==> src/rtl/clock_display_driver.sv <==
// Snapshots binary sec/minute/hour on a load strobe and drives a multiplexed 6-digit 7-segment display.
// Define H12_MODE_EN for a 12-hour display with a registered pm output.
module clock_display_driver #(
  parameter int unsigned SCAN_DIV       = 100000,
  parameter bit          SEG_ACTIVE_LOW = 1'b1
) (
  input  logic       clk_i,
  input  logic       rst_i,
  input  logic [5:0] sec_i,
  input  logic [5:0] minute_i,
  input  logic [4:0] hour_i,
  input  logic       load_i,
  output logic [5:0] an_o,
  output logic [6:0] seg_o,
  output logic       dp_o,
  output logic       err_o,
`ifdef H12_MODE_EN
  output logic       pm_o,
`endif
  output logic [2:0] dbg_idx_o
);

  localparam int unsigned      DIV_W   = $clog2(SCAN_DIV);
  localparam logic [DIV_W-1:0] DIV_MAX = DIV_W'(SCAN_DIV - 1);
  localparam bit               OUT_INV = (SEG_ACTIVE_LOW == 1'b0);

  logic [5:0]       sec_q, sec_d, min_q, min_d;
  logic [4:0]       hour_q, hour_d;
  logic             err_q, err_d;
  logic [DIV_W-1:0] div_q, div_d;
  logic [2:0]       idx_q, idx_d;
  logic [5:0]       an_q, an_d;
  logic [6:0]       seg_q, seg_d;
  logic             dp_q, dp_d;
  logic             pm_q, pm_d;

  logic             load_ok;
  logic [4:0]       hour_disp;
  logic [7:0]       sec_bcd, min_bcd, hour_bcd;
  logic [3:0]       digit;
  logic             blank;

  // Tens/units split by compare-and-subtract; valid for inputs up to 59.
  function automatic logic [7:0] to_bcd(input logic [5:0] v);
    logic [3:0] t;
    logic [3:0] u;
    if (v >= 6'd50)      begin t = 4'd5; u = 4'(v - 6'd50); end
    else if (v >= 6'd40) begin t = 4'd4; u = 4'(v - 6'd40); end
    else if (v >= 6'd30) begin t = 4'd3; u = 4'(v - 6'd30); end
    else if (v >= 6'd20) begin t = 4'd2; u = 4'(v - 6'd20); end
    else if (v >= 6'd10) begin t = 4'd1; u = 4'(v - 6'd10); end
    else                 begin t = 4'd0; u = v[3:0];         end
    return {t, u};
  endfunction

  // Active-low {g,f,e,d,c,b,a}.
  function automatic logic [6:0] seg7(input logic [3:0] d);
    case (d)
      4'd0:    return 7'b1000000;
      4'd1:    return 7'b1111001;
      4'd2:    return 7'b0100100;
      4'd3:    return 7'b0110000;
      4'd4:    return 7'b0011001;
      4'd5:    return 7'b0010010;
      4'd6:    return 7'b0000010;
      4'd7:    return 7'b1111000;
      4'd8:    return 7'b0000000;
      4'd9:    return 7'b0010000;
      default: return 7'b1111111;
    endcase
  endfunction

  always_comb begin
`ifdef H12_MODE_EN
    hour_disp = hour_q;
    if (hour_q == 5'd0)       hour_disp = 5'd12;
    else if (hour_q > 5'd12)  hour_disp = hour_q - 5'd12;
    pm_d = (hour_q >= 5'd12);
`else
    hour_disp = hour_q;
    pm_d      = 1'b0;
`endif
  end

  assign sec_bcd  = to_bcd(sec_q);
  assign min_bcd  = to_bcd(min_q);
  assign hour_bcd = to_bcd({1'b0, hour_disp});
  assign load_ok  = (sec_i <= 6'd59) && (minute_i <= 6'd59) && (hour_i <= 5'd23);

  always_comb begin
    sec_d  = sec_q;
    min_d  = min_q;
    hour_d = hour_q;
    err_d  = err_q;
    div_d  = div_q + 1'b1;
    idx_d  = idx_q;
    if (load_i) begin
      if (load_ok) begin
        sec_d  = sec_i;
        min_d  = minute_i;
        hour_d = hour_i;
      end else begin
        err_d  = 1'b1;
      end
    end
    if (div_q == DIV_MAX) begin
      div_d = '0;
      idx_d = (idx_q == 3'd5) ? 3'd0 : idx_q + 3'd1;
    end
  end

  always_comb begin
    digit = 4'd0;
    blank = 1'b0;
    case (idx_q)
      3'd0: digit = sec_bcd[3:0];
      3'd1: digit = sec_bcd[7:4];
      3'd2: digit = min_bcd[3:0];
      3'd3: digit = min_bcd[7:4];
      3'd4: digit = hour_bcd[3:0];
      3'd5: begin
        digit = hour_bcd[7:4];
        blank = (hour_bcd[7:4] == 4'd0);
      end
      default: digit = 4'd0;
    endcase
    an_d  = ~(6'b000001 << idx_q);
    seg_d = blank ? 7'b1111111 : seg7(digit);
    dp_d  = ~((idx_q == 3'd2) || (idx_q == 3'd4));
  end

  // Display registers are kept active-low internally; polarity is applied at the pins.
  always_ff @(posedge clk_i) begin
    if (rst_i) begin
      sec_q  <= '0;
      min_q  <= '0;
      hour_q <= '0;
      err_q  <= 1'b0;
      div_q  <= '0;
      idx_q  <= '0;
      an_q   <= 6'b111111;
      seg_q  <= 7'b1111111;
      dp_q   <= 1'b1;
      pm_q   <= 1'b0;
    end else begin
      sec_q  <= sec_d;
      min_q  <= min_d;
      hour_q <= hour_d;
      err_q  <= err_d;
      div_q  <= div_d;
      idx_q  <= idx_d;
      an_q   <= an_d;
      seg_q  <= seg_d;
      dp_q   <= dp_d;
      pm_q   <= pm_d;
    end
  end

  assign an_o      = an_q ^ {6{OUT_INV}};
  assign seg_o     = seg_q ^ {7{OUT_INV}};
  assign dp_o      = dp_q ^ OUT_INV;
  assign err_o     = err_q;
  assign dbg_idx_o = idx_q;
`ifdef H12_MODE_EN
  assign pm_o      = pm_q;
`else
  logic unused_pm;
  assign unused_pm = pm_q;
`endif

endmodule

==> config.mk <==
export PLATFORM = sky130hd
export DESIGN_NAME = clock_display_driver
export DESIGN_NICKNAME = d
export VERILOG_FILES = /design/src/rtl/clock_display_driver.sv
export SDC_FILE = /design/constraint.sdc
export NUM_CORES = 1
export LEC_CHECK = 0
export CAP_MARGIN = 10
export CORE_MARGIN = 4
export CORE_UTILIZATION = 30
export DETAILED_ROUTE_END_ITERATION = 16
export PLACE_DENSITY = 0.52
export SLEW_MARGIN = 40
export SYNTH_ARGS = -nofsm -noshare
export SYNTH_HDL_FRONTEND = slang
export SYNTH_SLANG_ARGS = --single-unit
==> constraint.sdc <==
create_clock -name clk_i -period 3.9 [get_ports clk_i]
set_input_delay 0.585 -clock clk_i [delete_from_list [all_inputs] [get_ports clk_i]]
set_output_delay 0.585 -clock clk_i [all_outputs]
set_load 0.01 [all_outputs]
run_1/closeup.png
Region (44, 44) to (69, 69) microns. Cells in grey, sequential cells in the stronger grey; small squares are vias.
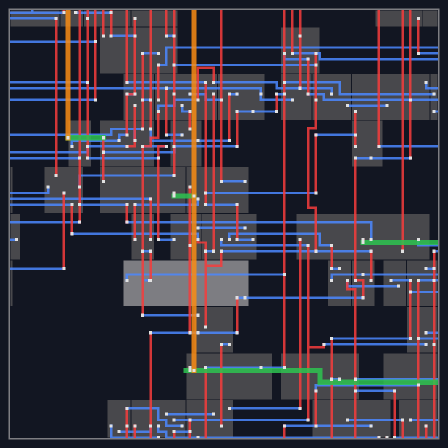
| layer | colour |
|---|---|
| M3 | green |
| M1 | blue |
| M4 | orange |
| M2 | red |
netlist names of flops here include: `dbg_idx_o` (1)
sequential cells in the window: 1
cells with their middle in the window: 33
most frequent: ha_1 (5), nor2_1 (3), nor3_1 (3)

run_1/congestion_map.png
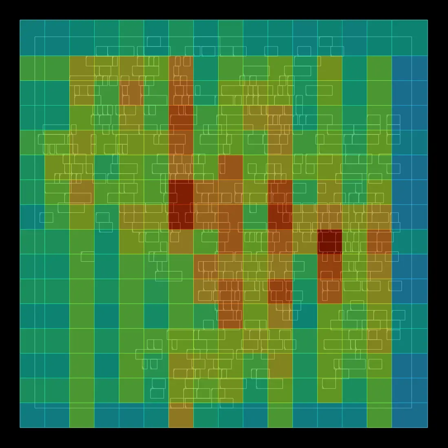
Routed wire per std cell: 14.0 microns
grt peak-use layer: met2

==> metrics.yaml, run 1 <==
status: "completed"
comb_area_share_pct: 54.3
yosysMostFrequentCell: "dfxtp_1"
fp-utilization_pct: 30.8
final_core_util_pct: 35.8
cp_num_cells: 11
critPathMaxStageDelay_ns: 0.57
critPathRequiredTime_ns: 4.07
netlist_top_cells_area: "dfxtp_1 (31%), ha_1 (10%), mux2i_1 (6.3%), nor2_1 (5.5%), xnor2_1 (2.6%)"
ys_async_sr_fraction_pct: 0
fin_crit_ns: 3.37
dp.cells: 553
cap_violations: 0
min-delay-path-class: "flop to flop"
fp_nets: 439
crit_end: "seg_o[5]$_SDFF_PP1_"
setup-tns-final_ns: 0
adder_share_pct: 10.1
ys_area_sq_um: 3340
holdCritStartpoint: "div_q[0]$_SDFF_PP0_"
clk_latency_ns: 0.32
worst_slack_ns: 0.529
r2r_cells: 11
crit_family: "AND-OR/OR-AND gates"
warnings: 46
design_area_sq_um: 3890
synth-edff-count: 0
cp_max_fo: 7
finalCritPeriodShare_pct: 86.4
syn_avg_cell_area_sq_um: 8.51
ys_sh_simple_pct: 26.5
setup_viol: 0
n_antenna_cell: 0
drv_slew: 0
n_all_buffers: 39
total_power_mw: 1.21
final_cells: 561
holdPathEnd: "div_q[0]$_SDFF_PP0_"
logic_gates: 301
top_register: "div_q"
fill_cells: 1162
nonClkBufAreaFrac_pct: 9.92
critical_path_buf_inv_count: 2
ctsLongestPathBuffers: 2
grtUsageTotal_pct: 12.7
ant_nets: 0
fp.dieW_microns: 113
top_layer_used: "met4"
drc: 0
p_seq_share_pct: 49.2
yosys.area.top_type: "dfxtp_1"
rrSetupSlack_ns: 0.53
cts_setup_buffers: 0
powerSeq_uw: 596
top_cell_area_share_pct: 31.2
clock_power_share_pct: 27.7
lay_top_count: "dfxtp_1"
grt_max_degree: 19
ys_seq_share_pct: 31.2
top_power_group: "sequential cells"
crit_path_start_kind: "flop"
pg_comb_uw: 280
crit_path_top_delay_cell: "a221oi_1"
max_freq_ghz: 0.297
crit_start: "sec_q[2]$_SDFFE_PP0P_"
fin_skew_ns: 0.0130
htreeDepth: 2
postCtsHoldBufs: 0
seq_share_pct: 26.8
comb_area_sq_um: 2110
dpl.hpwl_microns: 5980
clkbuf_count: 5
cts_tree: "built"
powerClk_uw: 336
register_area_sq_um: 1040
combPwrFrac_pct: 23.1
top_logic_kind: "simple AND/OR/NAND/NOR gates"
powerDensity_nw_per_um2: 312
r2r_start: "sec_q[2]$_SDFFE_PP0P_"
placed_cell_area_sq_um: 3790
power_switching_uw: 376
peakVddDrop_mv: 0.134
wl_met3_microns: 332
hold_depth: 1
gp_congestion: 0.866
run_1/m2.png
Drawn at 3 px/micron.
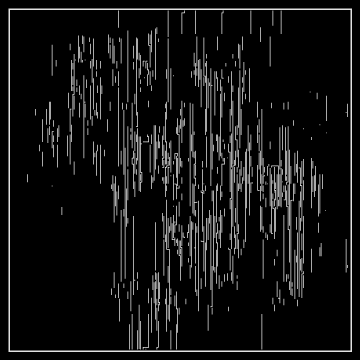
longest straight run: 43.5 microns
main direction: vertical
wire length on this layer: 3740 microns
vias post-DR: 2826
drt total wl: 7880 microns
met2 Usage GRT: 21.0%

run_1/sizing.png
Drawn at 4 px/micron.
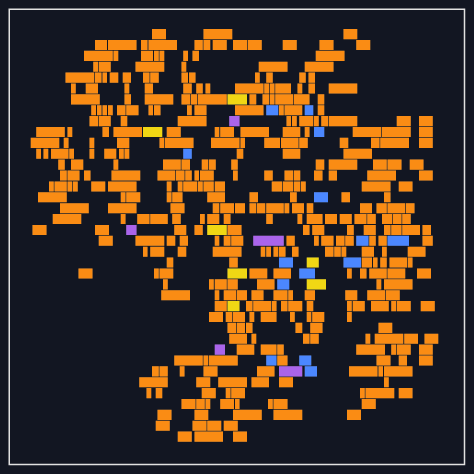

==> run 2: changes to the inputs <==
- CORE_MARGIN: 4 -> 5
run_2/sizing.png
Drawn at 4 px/micron.
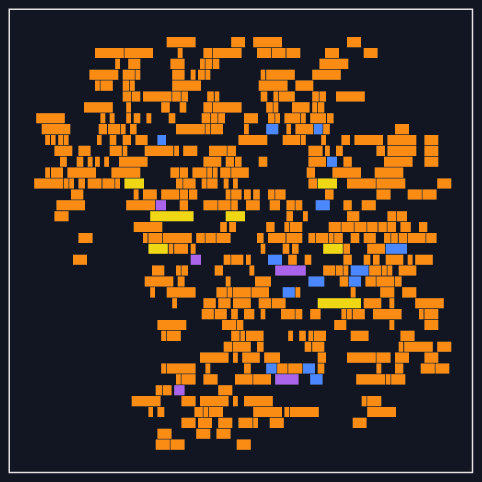
| size | colour | cells |
|---|---|---|
| x3 and x4 | purple | 5 |
| x6 and larger | yellow | 7 |
| x1 and smaller | orange | 395 |
| x2 | blue | 14 |
post-route cell area: 3930 sq um
final setup margin: 0.484 ns
Non-CTS buffers: 40
Layout area overhead: 17.7%

==> run 2 against run 1 <==
Global-route usage down 0.74 points. Non-clock buffer count up 1. Maximum frequency down 1.3%.
==> metrics.yaml, run 2 <==
crit_path_top_delay_cell: "a221oi_1"
top_logic_kind: "simple AND/OR/NAND/NOR gates"
status: "completed"
htreeDepth: 2  # unchanged
yosys.area.top_type: "dfxtp_1"
crit_start: "sec_q[2]$_SDFFE_PP0P_"
adder_share_pct: 10.1  # unchanged
n_antenna_cell: 0  # unchanged
fp_nets: 439  # unchanged
crit_family: "AND-OR/OR-AND gates"
hold_depth: 1  # unchanged
comb_area_share_pct: 53.8  # -0.59 points
warnings: 46  # unchanged
logic_gates: 301  # unchanged
ys_seq_share_pct: 31.2  # unchanged
dpl.hpwl_microns: 5970  # -0.23%
top_power_group: "sequential cells"
netlist_top_cells_area: "dfxtp_1 (31%), ha_1 (10%), mux2i_1 (6.3%), nor2_1 (5.5%), xnor2_1 (2.6%)"
clock_power_share_pct: 33.0  # +5.3 points
rrSetupSlack_ns: 0.48  # -0.05 ns
seq_share_pct: 26.5  # -0.29 points
postCtsHoldBufs: 0  # unchanged
top_usage_layer: "met2"
final_cells: 561  # unchanged
pg_comb_uw: 278  # about the same
critPathMaxStageDelay_ns: 0.61  # +0.04 ns
fp-utilization_pct: 30.6  # -0.13 points
wl_met3_microns: 288  # -13%
clkbuf_count: 5  # unchanged
clk_latency_ns: 0.30  # -0.02 ns
wl_per_cell_microns: 13.9  # -1.1%
combPwrFrac_pct: 21.4  # -1.7 points
power_switching_uw: 347  # -7.6%
r2r_cells: 11  # unchanged
cp_num_cells: 11  # unchanged
setup-tns-final_ns: 0  # unchanged
critPathRequiredTime_ns: 4.07  # about the same
ys_async_sr_fraction_pct: 0  # unchanged
fill_cells: 1140  # -1.9%
max_freq_ghz: 0.293  # -1.3%
min-delay-path-class: "flop to flop"
dp.cells: 554  # +0.18%
